`src/rtl/gvizi_cfg_pkg.sv`:
```
`default_nettype none
// ============================================================================
// Module   : gvizi_cfg_pkg
// Purpose  : Shared register map, host frame layout and sequencer state
//            encoding for the GVI/GZI delay-generator configuration path.
// Revision : 1.0 - initial release
// ============================================================================
package gvizi_cfg_pkg;

  // Register bank map
  localparam logic [3:0] ADDR_VERSION = 4'd0;
  localparam logic [3:0] ADDR_CH_EN   = 4'd1;
  localparam logic [3:0] ADDR_MODE    = 4'd2;
  localparam logic [3:0] ADDR_CNT0    = 4'd3;
  localparam logic [3:0] ADDR_DAC0    = 4'd4;
  localparam logic [3:0] ADDR_CNT1    = 4'd5;
  localparam logic [3:0] ADDR_DAC1    = 4'd6;
  localparam logic [3:0] ADDR_CNT2    = 4'd7;
  localparam logic [3:0] ADDR_DAC2    = 4'd8;
  localparam logic [3:0] ADDR_CNT3    = 4'd9;
  localparam logic [3:0] ADDR_DAC3    = 4'd10;
  localparam logic [3:0] ADDR_PRESC   = 4'd11;

  // Host frame field positions
  localparam int FRAME_RW_BIT  = 23;
  localparam int FRAME_RSV_HI  = 22;
  localparam int FRAME_RSV_LO  = 20;
  localparam int FRAME_ADDR_HI = 19;
  localparam int FRAME_ADDR_LO = 16;
  localparam int FRAME_DATA_HI = 15;
  localparam int FRAME_DATA_LO = 0;

  // Queued entry is {address, data}
  localparam int ENTRY_W = 20;

  typedef enum logic [1:0] {
    IDLE      = 2'd0,
    WAIT_SYNC = 2'd1,
    DRAIN     = 2'd2
  } state_t;

endpackage
`default_nettype wire

```
`src/rtl/cfg_fifo.sv`:
```
`default_nettype none
// ============================================================================
// Module   : cfg_fifo
// Purpose  : Synchronous FIFO holding accepted {address, data} entries.
//            Read data is registered on pop (no fall-through) and holds its
//            value between pops.
// Revision : 1.0 - initial release
// ============================================================================
module cfg_fifo
  import gvizi_cfg_pkg::*;
#(
  parameter int DEPTH = 8,
  parameter int WIDTH = ENTRY_W
) (
  input  logic                     clk,
  input  logic                     rst,
  input  logic                     push,
  input  logic [WIDTH-1:0]         wr_data,
  input  logic                     pop,
  output logic [WIDTH-1:0]         rd_data,
  output logic                     full,
  output logic                     empty,
  output logic [$clog2(DEPTH):0]   level
);

  localparam int AW = $clog2(DEPTH);
  localparam int LW = AW + 1;

  logic [WIDTH-1:0] mem [DEPTH];
  logic [AW-1:0]    wr_ptr;
  logic [AW-1:0]    rd_ptr;
  logic [LW-1:0]    count;
  logic             do_push;
  logic             do_pop;

  assign full    = (count == LW'(DEPTH));
  assign empty   = (count == '0);
  assign level   = count;
  assign do_push = push && !full;
  assign do_pop  = pop && !empty;

  // Storage array; no reset needed since only occupied slots are ever read.
  always_ff @(posedge clk) begin
    if (do_push) mem[wr_ptr] <= wr_data;
  end

  // Pointers, occupancy and the registered read port.
  always_ff @(posedge clk) begin
    if (rst) begin
      wr_ptr  <= '0;
      rd_ptr  <= '0;
      count   <= '0;
      rd_data <= '0;
    end else begin
      if (do_push) wr_ptr <= wr_ptr + AW'(1);
      if (do_pop) begin
        rd_ptr  <= rd_ptr + AW'(1);
        rd_data <= mem[rd_ptr];
      end
      case ({do_push, do_pop})
        2'b10:   count <= count + LW'(1);
        2'b01:   count <= count - LW'(1);
        default: count <= count;
      endcase
    end
  end

endmodule
`default_nettype wire

```
`src/rtl/cfg_write_sequencer.sv`:
```
`default_nettype none
// ============================================================================
// Module   : cfg_write_sequencer
// Purpose  : Validates host configuration frames, queues them, and writes
//            them into the register bank as one atomic batch inside the
//            pulse generator's safe update window.
// Revision : 1.0 - initial release
// ============================================================================
module cfg_write_sequencer
  import gvizi_cfg_pkg::*;
#(
  parameter int DEPTH    = 8,
  parameter int ADDR_MAX = 11
) (
  input  logic                    i_clk,
  input  logic                    i_rst,
  input  logic                    i_spi_done,
  input  logic [23:0]             i_frame,
  input  logic                    i_cycle_end,
  output logic                    o_wr_en,
  output logic [3:0]              o_wr_addr,
  output logic [15:0]             o_wr_data,
  output logic                    o_commit,
  output logic                    o_busy,
  output logic [$clog2(DEPTH):0]  o_level,
  output logic                    o_overflow,
  output logic [7:0]              o_err_cnt
);

  localparam int         LW         = $clog2(DEPTH) + 1;
  localparam logic [3:0] ADDR_MAX_L = 4'(ADDR_MAX);

  state_t          state;
  state_t          state_next;
  logic [LW-1:0]   batch;
  logic [LW-1:0]   batch_next;
  logic            pop;
  logic            commit_next;

  logic [3:0]      addr;
  logic [2:0]      rsv;
  logic [15:0]     data;
  logic            addr_zero;
  logic            fmt_ok;
  logic            push;
  logic            reject_err;
  logic            reject_full;
  logic            fifo_full;
  logic            fifo_empty;
  logic [ENTRY_W-1:0] rd_entry;
  logic            unused_rw;

  assign addr      = i_frame[FRAME_ADDR_HI:FRAME_ADDR_LO];
  assign rsv       = i_frame[FRAME_RSV_HI:FRAME_RSV_LO];
  assign data      = i_frame[FRAME_DATA_HI:FRAME_DATA_LO];
  assign unused_rw = i_frame[FRAME_RW_BIT];

  // Address 0 is the read-only version register: dropped without counting.
  assign addr_zero   = (addr == ADDR_VERSION);
  assign fmt_ok      = (rsv == 3'b000) && (addr <= ADDR_MAX_L);
  assign push        = i_spi_done && !addr_zero && fmt_ok && !fifo_full;
  assign reject_err  = i_spi_done && !addr_zero && !(fmt_ok && !fifo_full);
  assign reject_full = i_spi_done && !addr_zero && fmt_ok && fifo_full;

  cfg_fifo #(
    .DEPTH (DEPTH),
    .WIDTH (ENTRY_W)
  ) u_fifo (
    .clk     (i_clk),
    .rst     (i_rst),
    .push    (push),
    .wr_data ({addr, data}),
    .pop     (pop),
    .rd_data (rd_entry),
    .full    (fifo_full),
    .empty   (fifo_empty),
    .level   (o_level)
  );

  // The registered FIFO read port is the bank address/data bus, so it holds
  // its last value whenever no write is in progress.
  assign o_wr_addr = rd_entry[ENTRY_W-1:16];
  assign o_wr_data = rd_entry[15:0];

  // State and batch counter registers.
  always_ff @(posedge i_clk) begin
    if (i_rst) begin
      state <= IDLE;
      batch <= '0;
    end else begin
      state <= state_next;
      batch <= batch_next;
    end
  end

  // Next state, pop request and commit; batch counts pops still owed.
  always_comb begin
    state_next  = state;
    batch_next  = batch;
    pop         = 1'b0;
    commit_next = 1'b0;
    case (state)
      IDLE: begin
        if (!fifo_empty) state_next = WAIT_SYNC;
      end
      WAIT_SYNC: begin
        // Batch size uses the pre-edge level, so a same-cycle push waits.
        if (i_cycle_end && !fifo_empty) begin
          pop        = 1'b1;
          batch_next = o_level - LW'(1);
          state_next = DRAIN;
        end
      end
      DRAIN: begin
        if (batch != '0) begin
          pop        = 1'b1;
          batch_next = batch - LW'(1);
        end else begin
          commit_next = 1'b1;
          state_next  = fifo_empty ? IDLE : WAIT_SYNC;
        end
      end
      default: state_next = IDLE;
    endcase
  end

  // Registered strobes, busy flag and error bookkeeping.
  always_ff @(posedge i_clk) begin
    if (i_rst) begin
      o_wr_en    <= 1'b0;
      o_commit   <= 1'b0;
      o_busy     <= 1'b0;
      o_overflow <= 1'b0;
      o_err_cnt  <= 8'd0;
    end else begin
      o_wr_en  <= pop;
      o_commit <= commit_next;
      o_busy   <= !fifo_empty || (state != IDLE);
      if (reject_full) o_overflow <= 1'b1;
      if (reject_err && (o_err_cnt != 8'hFF)) o_err_cnt <= o_err_cnt + 8'd1;
    end
  end

endmodule
`default_nettype wire

```
`config.mk`:
```
export PLATFORM = sky130hd
export DESIGN_NAME = cfg_write_sequencer
export DESIGN_NICKNAME = d
export VERILOG_FILES = /design/src/rtl/gvizi_cfg_pkg.sv /design/src/rtl/cfg_fifo.sv /design/src/rtl/cfg_write_sequencer.sv
export SDC_FILE = /design/constraint.sdc
export NUM_CORES = 1
export LEC_CHECK = 0
export CORE_MARGIN = 5
export CORE_UTILIZATION = 50
export CTS_CLUSTER_SIZE = 24
export DETAILED_ROUTE_END_ITERATION = 10
export GPL_ROUTABILITY_DRIVEN = 1
export PLACE_DENSITY = 0.7
export SLEW_MARGIN = 20
export SYNTH_ARGS = -nofsm -noshare
export SYNTH_HDL_FRONTEND = slang
export SYNTH_SLANG_ARGS = --single-unit
```
`constraint.sdc`:
```
create_clock -name i_clk -period 6.8 [get_ports i_clk]
set_input_delay 1.02 -clock i_clk [delete_from_list [all_inputs] [get_ports i_clk]]
set_output_delay 1.02 -clock i_clk [all_outputs]
set_load 0.03 [all_outputs]
```
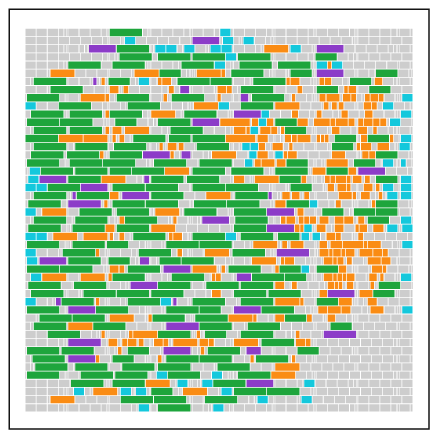
(run_1/cell_classes.png)
Drawn at 3 px/um. Fill, decap, tap and diode cells in gray.
Key: purple = clock drivers and dummy loads [cells 40]; orange = all other logic [cells 273]; green = flops [cells 208]; cyan = other buffers and delay cells [cells 75]

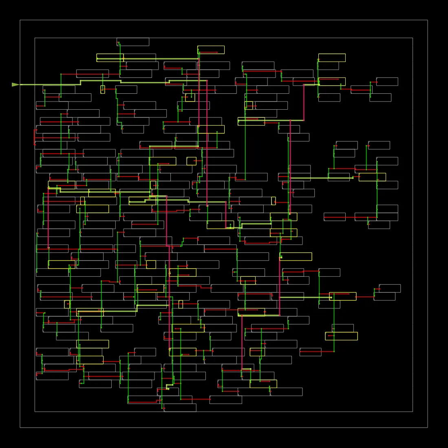
(run_1/final_clocks.png)
CTS buffer count: 22
Latency at later pin: 0.52 ns
clock skew: 0.0266 ns
Clk power: 1.29 mW
# clock sinks: 208

==> deck_impl_summary.md, run 1 <==
Run Summary

Finish
  – Util after Layout: 60.8%
  – Area grow syn2layout: 20.1%
  – Nets: 620
  – ClkCell Share: 8.08%
  – Final instance area: 10100 sq um
  – Biggest regs: u_fifo.mem x160, u_fifo.rd_data x20, o_err_cnt x8
  – Largest register FFs: 160
  – Share of post-route cells with drive strength above 1: 19.0%

Power and ir drop
  – Switching power: 632 uW
  – Clock Power Share: 44.5%
  – PwrDens: 289 nW/um^2
  – Logic gate share of total power: 7.1%

Placed design
  – Final HPWL DP: 9.87 mm
  – Routability cong.: 0.817

Setup path
  – Startpoint Class: input pin
  – CP arrival: 3.92 ns
  – Crit-path slowest cell: clkdlybuf4s50_1
  – Critical Path Sink Type: flop

Final timing
  – Tmin final: 3.58 ns
  – Final Hold Viols: 0
  – Fin. max-slew vios: 0
  – TNS Setup: 0 ns

Route
  – Per-cell routed wire length: 21.5 um
  – Via count: 4817
  – Met3 routed WL: 985 um
  – TritonRoute pass-1 iters: 6
  – DR WL met2: 9.25 mm
  – # DRC: 0

Global route
  – Global routing usage on met2: 32.4%
  – GR peak layer: met2
  – Initial antenna violation count: 0

Yosys
  – Top cells by area: edfxtp_1 (57%), dfxtp_1 (11%), mux4_2 (11%)
  – Largest family of logic cells by area: multiplexers
  – Yosys cell count: 511
  – Top cells by count: edfxtp_1 (160), dfxtp_1 (48), nand2_1 (42)
  – Yosys top cell by area: edfxtp_1
  – Mapped Cells: 511
  – Syn_area_per_cell: 16.4 sq um
  – Fa+ha+maj area frac: 1.79%
  – Yosys simple share: 6.55%

Floorplan
  – N_taps: 220
  – Die Wd: 139 um
  – Core area: 16500 sq um
  – Pre-Place Util: 50.7%

Clock network
  – Clock Tree Root: clkbuf_16
  – Maximum clock path buffer count: 3
  – CTS tree: built
  – Hold-fix buffers, CTS: 0
  – Resized cells post-CTS: 0

Flow run
  – Max-cap violations: 0
  – Tool warning count: 32

Run status
  – Status: finished, final reports clean
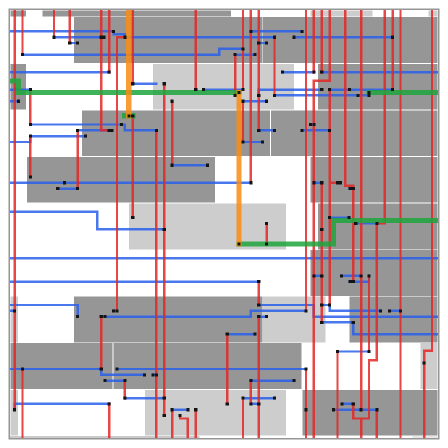
(run_1/zoom.png)
Window x 57 to 82, y 57 to 82 um. Cells in gray, sequential cells in the stronger gray; small squares are vias.
Key: orange = met4; red = met2; green = met3; blue = met1
Netlist names of flops here include `u_fifo.mem` (13). Sequential cells in the window: 13. Most frequent: edfxtp_1 (13), mux4_2 (2). 17 logic cells have their middle in the window.

## run 1: worst paths after layout
path,from,end,slack [ns],depth (start not counted)
max,i_frame[19],u_fifo.level[3]$_SDFFE_PP0P_,3.22,8
min reg2reg,o_overflow$_SDFFE_PP0P_,o_overflow$_SDFFE_PP0P_,0.50,1
max reg2reg,u_fifo.level[0]$_SDFFE_PP0P_,u_fifo.level[3]$_SDFFE_PP0P_,3.60,11
min,o_overflow$_SDFFE_PP0P_,o_overflow$_SDFFE_PP0P_,0.50,1
## run 1: critical path, delay by kind of cell
kind / cells / cell delay [ns]
AND-OR/OR-AND: 2 / 0.75
XOR/XNOR: 1 / 0.13
adder cells (fa/ha/maj): 1 / 0.33
buffers and inverters: 1 / 0.67
AND/OR/NAND/NOR: 3 / 1.02
==> run_1/clock_map.png <==
Drawn at 4 px/um.
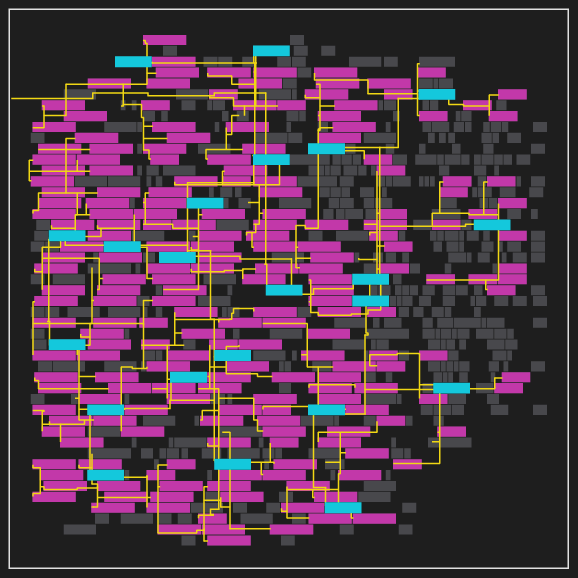

--- run 2 (diff from run 1) ---
==> constraint.sdc (replaced) <==
create_clock -name i_clk -period 3.7 [get_ports i_clk]
set_input_delay 0.555 -clock i_clk [delete_from_list [all_inputs] [get_ports i_clk]]
set_output_delay 0.555 -clock i_clk [all_outputs]
set_load 0.03 [all_outputs]
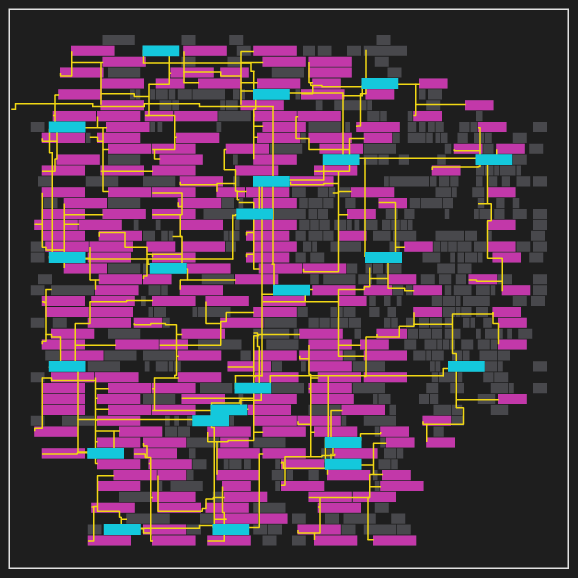
(run_2/clock_map.png)
Drawn at 4 px/um.
Key: yellow = clock wires [length 2330 um]; cyan = cells driving clock nets [count 22]; magenta = flip-flops [count 208]
There are 23 routed clock nets. Position of the flops: all over the die.

==> run 2 against run 1 <==
Net effect:
- wire length grew 3.1%
- hold slack got worse by 0.035 ns
- synthesized area unchanged
- final cell count rose by 1.7%
- via count grew 1.7%
- first-iteration DRC count up 44%
- critical endpoint unchanged
- total power up 81%
- critical path depth grew 2
- combinational power is 88% higher
- register-to-register slack lost 2.8 ns
- clock skew down 0.015 ns
==> deck_impl_summary.md, run 2 <==
Run Summary

Power and ir drop
  – Clock Power Share: 43.4%
  – Pleak: 3.24 nW
  – Switching power: 1.13 mW
  – Clk power: 2.27 mW
  – Logic gate share of total power: 7.4%
  – PwrDens: 519 nW/um^2

Floorplan
  – Pre-Place Util: 50.7%
  – Die Wd: 139 um
  – N_taps: 220

Finish
  – Clkbuf count: 27
  – ClkCell Share: 7.50%
  – Share of post-route cells with drive strength above 1: 20.3%
  – Biggest regs: u_fifo.mem x160, u_fifo.rd_data x20, o_err_cnt x8
  – Largest register FFs: 160
  – Nets: 634
  – Multi-In Gates: 262
  – Most instantiated logic cell after routing: edfxtp_1
  – Final instance area: 10100 sq um

Run status
  – Status: finished, final reports clean

Clock network
  – Clock Tree Root: clkbuf_16
  – Resized cells post-CTS: 0
  – # clock sinks: 208
  – Maximum clock path buffer count: 3
  – Latency at later pin: 0.50 ns
  – CTS tree: built
  – Hold-fix buffers, CTS: 0
  – CTS buffer count: 22

Placed design
  – Routability cong.: 0.778
  – Port bufs: 62
  – Final HPWL DP: 11.3 mm

Setup path
  – CP Max Fanout: 8
  – Delay-heaviest family, CP: simple AND/OR/NAND/NOR gates
  – CP arrival: 3.24 ns
  – Startpoint Class: flop

Route
  – # DRC: 0
  – Per-cell routed wire length: 21.8 um
  – DR WL met2: 9.05 mm
  – TritonRoute pass-1 iters: 7
  – Via count: 4898
  – Met3 routed WL: 1.35 mm

Yosys
  – Yosys top cell by area: edfxtp_1
  – XORs/XNORs by Area: 0.732%
  – Fa+ha+maj area frac: 1.79%
  – Mapped Cells: 511
  – Synth Flop Type: edfxtp_1
  – Synth cell types: 57
  – Syn_area_per_cell: 16.4 sq um
  – Synth top cell by count: edfxtp_1
  – Post-synthesis cell area: 8370 sq um
  – Yosys simple share: 6.55%
  – Yosys cell count: 511
  – Largest family of logic cells by area: multiplexers
  – Top cells by area: edfxtp_1 (57%), dfxtp_1 (11%), mux4_2 (11%)

Final timing
  – TNS Setup: 0 ns
  – Final Hold Viols: 0
  – Fin. max-slew vios: 0
  – Clock skew: 0.0115 ns

Global route
  – Initial antenna violation count: 0
  – Vias in the first global route: 5101
  – GR peak layer: met2

Flow run
  – Tool warning count: 32
  – Max-cap violations: 0
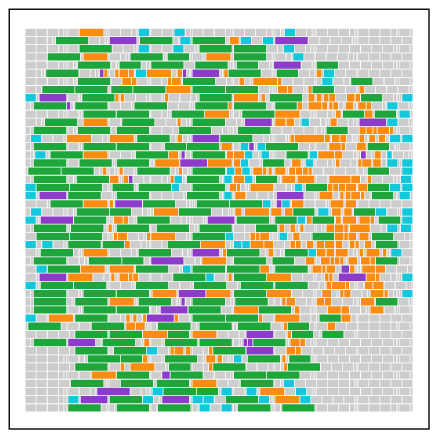
(run_2/cell_classes.png)
Drawn at 3 px/um. Fill, decap, tap and diode cells in gray.
flop share of the area: 57.1%
Util after Layout: 61.1%
core area: 16500 sq um
num rows: 47

[run 2: cell counts after synthesis]
No cell type changed its count.
[run 2: final timing paths]
| check | startpoint | endpoint | slack (ns) | cells after the start |
|---|---|---|---|---|
| max | u_fifo.level[0]$_SDFFE_PP0P_ | u_fifo.level[3]$_SDFFE_PP0P_ | 0.83 | 10 |
| min reg2reg | o_overflow$_SDFFE_PP0P_ | o_overflow$_SDFFE_PP0P_ | 0.47 | 1 |
| min | o_overflow$_SDFFE_PP0P_ | o_overflow$_SDFFE_PP0P_ | 0.47 | 1 |
| max reg2reg | u_fifo.level[0]$_SDFFE_PP0P_ | u_fifo.level[3]$_SDFFE_PP0P_ | 0.83 | 10 |
==> run_2/density.png <==
Drawn at 2 px/um. The die is cut into 14 by 14 equal tiles; black is low, pale yellow is high, 0 to 100% covered.
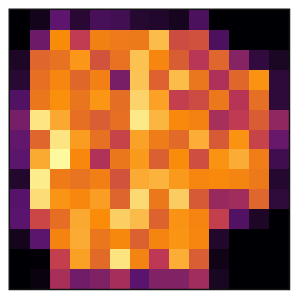

--- run 3 (diff from run 2) ---
==> constraint.sdc (replaced) <==
create_clock -name i_clk -period 2.78 [get_ports i_clk]
set_input_delay 0.417 -clock i_clk [delete_from_list [all_inputs] [get_ports i_clk]]
set_output_delay 0.417 -clock i_clk [all_outputs]
set_load 0.03 [all_outputs]
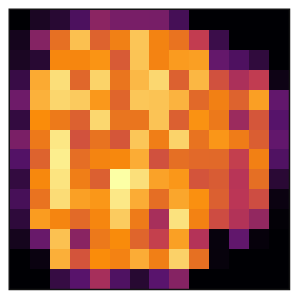
(run_3/density.png)
Drawn at 2 px/um. The die is cut into 14 by 14 equal tiles; black is low, pale yellow is high, 0 to 100% covered.
The densest ninth of the die: middle. 25% of the tiles are over 75% full. The emptiest ninth of the die: bottom right.
Pre-Place Util: 50.7%
Util after Layout: 62.0%

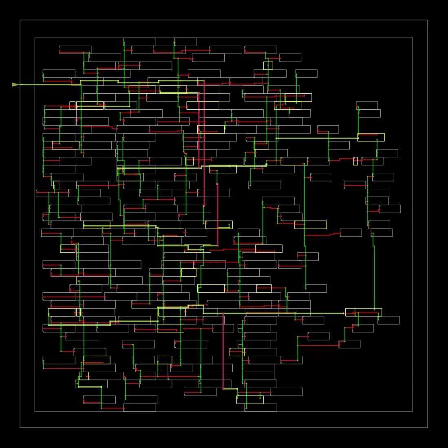
(run_3/final_clocks.png)
clock skew: 0.0143 ns
clkbuf count: 30
Flops: 208
Clk power: 3.05 mW
Latency at later pin: 0.49 ns

==> run 3 against run 2 <==
Net effect:
- hold slack got worse by 0.023 ns
- count of clock-buffer cells in the layout up 3
- final cell count grew 1.2%
- clock power rose by 34%
- clock skew increased by 0.0028 ns
- design area up 1.5%
- critical path type unchanged
- critical endpoint unchanged
- largest cell class unchanged
- highest routed layer unchanged
==> deck_impl_summary.md, run 3 <==
Run Summary

Yosys
  – Top cells by area: edfxtp_1 (57%), dfxtp_1 (11%), mux4_2 (11%)
  – Top cells by count: edfxtp_1 (160), dfxtp_1 (48), nand2_1 (42)
  – Synth cell types: 57
  – Mapped Cells: 511
  – Syn_area_per_cell: 16.4 sq um
  – Yosys cell count: 511
  – Fa+ha+maj area frac: 1.79%
  – Synth Flop Type: edfxtp_1

Finish
  – ClkCell Share: 7.56%
  – Most instantiated logic cell after routing: edfxtp_1
  – Multi-In Gates: 262
  – Largest register FFs: 160
  – Flop share of the area: 56.3%
  – Nets: 644
  – Final instance area: 10200 sq um
  – Area grow syn2layout: 22.4%

Clock network
  – # clock sinks: 208
  – Resized cells post-CTS: 0
  – Maximum clock path buffer count: 3
  – Clock Tree Root: clkbuf_16
  – Hold-fix buffers, CTS: 0
  – CTS buffer count: 22

Flow run
  – Tool warning count: 33
  – Max-cap violations: 0

Final timing
  – Fin. max-slew vios: 0
  – TNS Setup: 0 ns
  – Tmin final: 2.54 ns

Setup path
  – Reg2Reg Launch Point: state[0]$_SDFFE_PP0P_
  – Critical Path Sink Type: flop
  – Worst r2r path cells: 10
  – Critical Path Source: state[0]$_SDFFE_PP0P_
  – CP Max Fanout: 9

Placed design
  – Port bufs: 62
  – Final HPWL DP: 11.1 mm
  – Routability cong.: 0.771

Route
  – DR WL met2: 9.44 mm
  – # DRC: 0
  – Per-cell routed wire length: 21.9 um
  – TritonRoute pass-1 iters: 4

Floorplan
  – Core area: 16500 sq um
  – N_taps: 220
  – Die Wd: 139 um
  – Num rows: 47

Global route
  – Initial antenna violation count: 0
  – GR peak layer: met2
  – Global routing usage on met2: 32.1%
  – Vias in the first global route: 5076

Power and ir drop
  – PwrDens: 684 nW/um^2

Worst hold path
  – Hold Path Origin: i_rst
  – WHS Path Cells: 2

Run status
  – Status: finished, final reports clean
-- run 3: critical path, cell delays in order, from the launching register on --
cell	delay, ns
dfxtp_1	0.34
inv_1	0.12
ha_1	0.35
inv_1	0.11
o21a_1	0.23
nor2_2	0.14
ha_1	0.17
or4b_2	0.58
a21oi_1	0.18
xnor2_1	0.13
nor2_1	0.05
-- run 3: where the power goes --
part           internal [mW]  switching (mW)  leakage (nW)
clock network           1.86            1.19         0.383
logic                  0.214           0.314          1.11
registers               3.39          0.0450          1.83
total                   5.47            1.55          3.33
-- run 3: worst paths after layout --
check | to | slack, ns
min | o_busy$_SDFF_PP0_ | 0.44
max | u_fifo.level[3]$_SDFFE_PP0P_ | 0.24
min reg2reg | o_overflow$_SDFFE_PP0P_ | 0.47
max reg2reg | u_fifo.level[3]$_SDFFE_PP0P_ | 0.24
Power is estimated from default activity; no workload was simulated.
